$ cat config.mk
export PLATFORM = sky130hd
export DESIGN_NAME = wr_full_ctrl
export DESIGN_NICKNAME = d
export VERILOG_FILES = /design/src/rtl/fifo_ptr_pkg.sv /design/src/rtl/sync_2ff.sv /design/src/rtl/wr_full_ctrl.sv
export SDC_FILE = /design/constraint.sdc
export NUM_CORES = 1
export LEC_CHECK = 0
export ABC_AREA = 1
export CORE_MARGIN = 10
export CORE_UTILIZATION = 40
export CTS_BUF_LIST = sky130_fd_sc_hd__clkbuf_8 sky130_fd_sc_hd__clkbuf_16
export DETAILED_ROUTE_END_ITERATION = 12
export DONT_BUFFER_PORTS = 1
export PLACE_DENSITY_LB_ADDON = 0.15
export SLEW_MARGIN = 10
export SYNTH_ARGS = -nofsm -noshare
export SYNTH_HDL_FRONTEND = slang
export SYNTH_HIERARCHICAL = 1
export SYNTH_SLANG_ARGS = --single-unit
$ cat constraint.sdc
create_clock -name clk -period 5.1 [get_ports clk]
set_clock_uncertainty 0.15 [all_clocks]
set_input_delay 1.275 -clock clk [delete_from_list [all_inputs] [get_ports clk]]
set_output_delay 1.275 -clock clk [all_outputs]
set_load 0.05 [all_outputs]
$ cat src/rtl/fifo_ptr_pkg.sv
// Shared pointer defaults and Gray/binary helpers for both sides of the async FIFO.
// Conversions operate on 32-bit values; callers cast to their pointer width.
package fifo_ptr_pkg;

    localparam int ADDR_W_DEF   = 3;
    localparam int PW_DEF       = ADDR_W_DEF + 1;
    localparam int AFULL_TH_DEF = 6;

    function automatic logic [31:0] bin2gray(input logic [31:0] b);
        return b ^ (b >> 1);
    endfunction

    function automatic logic [31:0] gray2bin(input logic [31:0] g);
        logic [31:0] b;
        b     = '0;
        b[31] = g[31];
        for (int i = 30; i >= 0; i--) begin
            b[i] = b[i+1] ^ g[i];
        end
        return b;
    endfunction

endpackage

$ cat src/rtl/sync_2ff.sv
// Two-flop synchroniser for a Gray-coded bus; output lags input by 2 edges.
// Synchronous active-high reset clears both stages.
module sync_2ff #(
    parameter int W = 4
) (
    input  logic         clk,
    input  logic         reset,
    input  logic [W-1:0] i_d,
    output logic [W-1:0] o_q
);

    logic [W-1:0] r_q1;
    logic [W-1:0] r_q2;

    always_ff @(posedge clk) begin
        if (reset) begin
            r_q1 <= '0;
            r_q2 <= '0;
        end else begin
            r_q1 <= i_d;
            r_q2 <= r_q1;
        end
    end

    assign o_q = r_q2;

endmodule

$ cat src/rtl/wr_full_ctrl.sv
// Write-side pointer/flag controller of an async FIFO: Gray pointer export, full, almost_full, level.
// wr_en is combinational; flags update 1 edge after a push, 3 edges after a read-pointer change.
// Optional sticky overflow flag enabled by macro WR_OVERFLOW_DET_EN (tied to 0 otherwise).
module wr_full_ctrl
    import fifo_ptr_pkg::*;
#(
    parameter  int ADDR_W   = ADDR_W_DEF,
    parameter  int AFULL_TH = AFULL_TH_DEF,
    localparam int PW       = ADDR_W + 1
) (
    input  logic              clk,
    input  logic              reset,
    input  logic              push,
    input  logic [PW-1:0]     rgray_async,
    output logic              wr_en,
    output logic [ADDR_W-1:0] waddr,
    output logic [PW-1:0]     wgray,
    output logic              full,
    output logic              almost_full,
    output logic [PW-1:0]     wlevel,
    output logic              overflow
);

    logic [PW-1:0] r_wbin;
    logic [PW-1:0] r_wgray;
    logic          r_full;
    logic          r_afull;
    logic [PW-1:0] r_wlevel;

    logic          w_wr_en;
    logic [PW-1:0] w_wbin_next;
    logic [PW-1:0] w_wgray_next;
    logic [PW-1:0] w_rq2;
    logic [PW-1:0] w_rbin_s;
    logic [PW-1:0] w_full_cmp;
    logic [PW-1:0] w_level_next;

    sync_2ff #(.W(PW)) u_rptr_sync (
        .clk   (clk),
        .reset (reset),
        .i_d   (rgray_async),
        .o_q   (w_rq2)
    );

    assign w_wr_en      = push & ~r_full & ~reset;
    assign w_wbin_next  = r_wbin + {{(PW-1){1'b0}}, w_wr_en};
    assign w_wgray_next = PW'(bin2gray(32'(w_wbin_next)));
    assign w_rbin_s     = PW'(gray2bin(32'(w_rq2)));
    // Full when the write pointer is exactly one lap (depth) ahead of the synced read pointer.
    assign w_full_cmp   = {~w_rq2[PW-1:PW-2], w_rq2[PW-3:0]};
    assign w_level_next = w_wbin_next - w_rbin_s;

    always_ff @(posedge clk) begin
        if (reset) begin
            r_wbin   <= '0;
            r_wgray  <= '0;
            r_full   <= 1'b0;
            r_afull  <= 1'b0;
            r_wlevel <= '0;
        end else begin
            r_wbin   <= w_wbin_next;
            r_wgray  <= w_wgray_next;
            r_full   <= (w_wgray_next == w_full_cmp);
            r_afull  <= (int'(w_level_next) >= AFULL_TH);
            r_wlevel <= w_level_next;
        end
    end

`ifdef WR_OVERFLOW_DET_EN
    logic r_overflow;

    always_ff @(posedge clk) begin
        if (reset) begin
            r_overflow <= 1'b0;
        end else if (push && r_full) begin
            r_overflow <= 1'b1;
        end
    end

    assign overflow = r_overflow;
`else
    assign overflow = 1'b0;
`endif

    assign wr_en       = w_wr_en;
    assign waddr       = r_wbin[ADDR_W-1:0];
    assign wgray       = r_wgray;
    assign full        = r_full;
    assign almost_full = r_afull;
    assign wlevel      = r_wlevel;

endmodule

==> flow_summary.toml <==
# synthesis and place-and-route metrics
[pwr]
power_frac_comb = 0.125
swShare = 0.3245
powerComb_uw = 46.0
max-vdd-ir-drop_mv = 0.2340
p_switching_uw = 119.8

[placement]
place_congestion = 0.8835

[cts]
numCtsBuffers = 3
clk_path_buf_depth = 2
postCtsSetupBuffers = 0
post_cts_resized = 0

[synth]
synth-simple-area-share = 0.2922
netlist_area_um2 = 942.2
syn_avg_cell_area_um2 = 7.660
ys_warn_count = 6
ys_sh_aoi = 0.02125

[finish]
seq_cell_count = 21
stdcell_area_um2 = 1007
clkbuf_count = 3
inv_count = 18
fin_cells = 153
logic_area_um2 = 431.7
flop_area_um2 = 420.4
fin_nets = 139
fillers = 239
seq_area_frac = 0.4174
buf_share = 0.007453

[route]
wl_um = 1797
drt-met1-wl_um = 716
via_per_inst = 4.647
route.met2.wl_um = 947
drtAntennaViolNets = 0
dr.pass1.iters = 4
highest_layer = "met4"

[status]
run_status = "finished clean"

[setup_path]
worstSetupPathType = "primary input to output port"
endpoint = "wr_en"
startpoint = "reset"
worstPathArrival_ns = 1.77
reg2reg_to = "almost_full"
slowest_stage = "buf_4"

[worst_hold_path]
hold_class = "register to register"
hp-start = "u_rptr_sync/r_q1[1]"

[global_route]
top_usage_layer = "met2"

[timing]
final-hold-violation-count = 0
hold_ws_ns = 0.2549

[floorplanning]
num_rows = 17
ios = 22

[job]
warning_count = 26
[synthesized netlist by cell type]
master	count	share of area
fa_1	1	0.021
nor2b_1	1	0.0066
nand3_1	8	0.042
clkbuf_1	1	0.0040
conb_1	1	0.0040
nand2_1	31	0.12
ha_1	5	0.066
nand3b_1	2	0.016
inv_1	18	0.072
xnor2_2	1	0.017
o21ai_0	1	0.0053
dfxtp_1	21	0.45
nor2_1	21	0.084
xnor2_1	2	0.019
and2_1	1	0.0066
xor2_2	1	0.017
buf_6	1	0.012
nand4_1	2	0.013
buf_4	1	0.0080
a21oi_1	3	0.016
[worst max-delay path, delay by kind of cell]
family / cells / cell delay (ns)
and+or+nand+nor: 2 / 0.19
buffers and inverters: 2 / 0.31
Figure 1. Signal wires on met1.
Cells faint in the background.
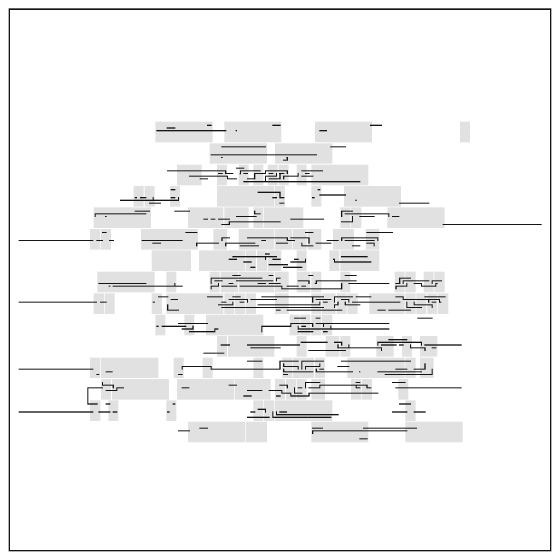
nets with wire on the layer: 132
main direction: horizontal
wire length on this layer: 717 µm
longest straight run: 14.7 µm

Figure 2. Drive-strength map.
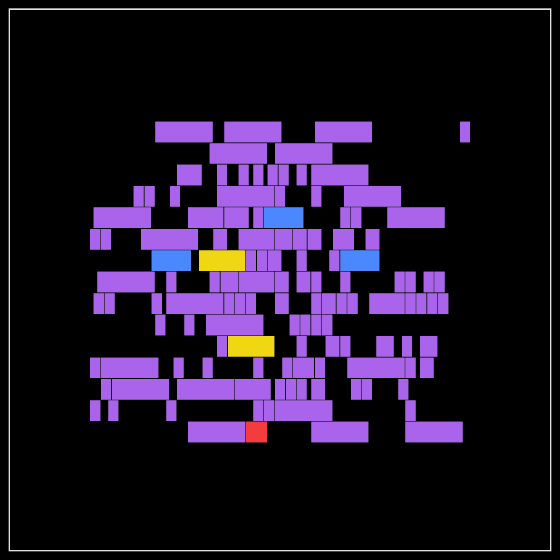
| colour | size | cells | share |
|---|---|---|---|
| yellow | _2 cells | 2 | 1.6% |
| blue | _6 and larger | 3 | 2.4% |
| red | _3 and _4 cells | 1 | 0.80% |
| purple | _0 and _1 cells | 119 | 95% |

Figure 3. The metal 2 layer.
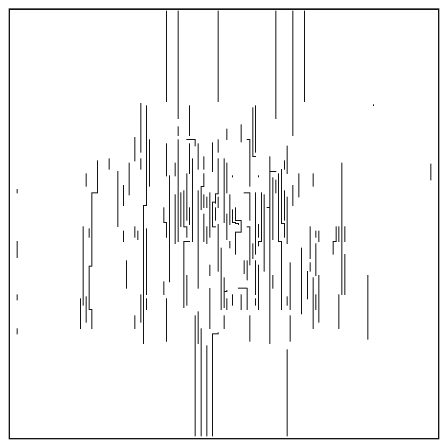
main direction: vertical
share of all routed wire: 53%

Figure 4. Routing congestion.
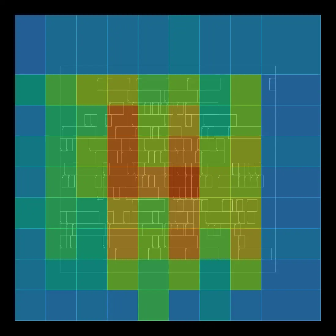
GRT met2 Usage: 0.1521
met1 usage: 0.08255
met3 Use GR: 0.04348
total global-route track usage: 0.08320

Figure 5. Placement density heat map.
Scale bar: 20 µm. 7 x 7 tiles, from dark blue (low) to red (high), 0 to 100% covered.
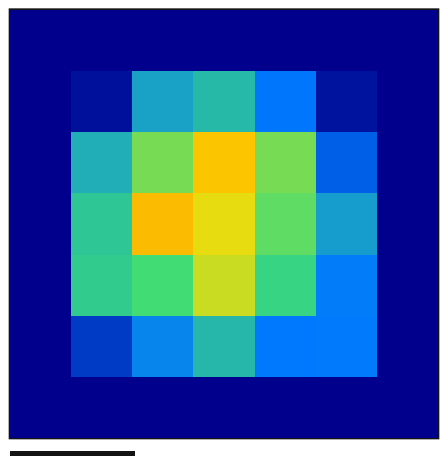
tiles over 75% full: 4.1%
densest ninth of the die: centre
emptiest ninth of the die: upper right
fullest tile: 79%

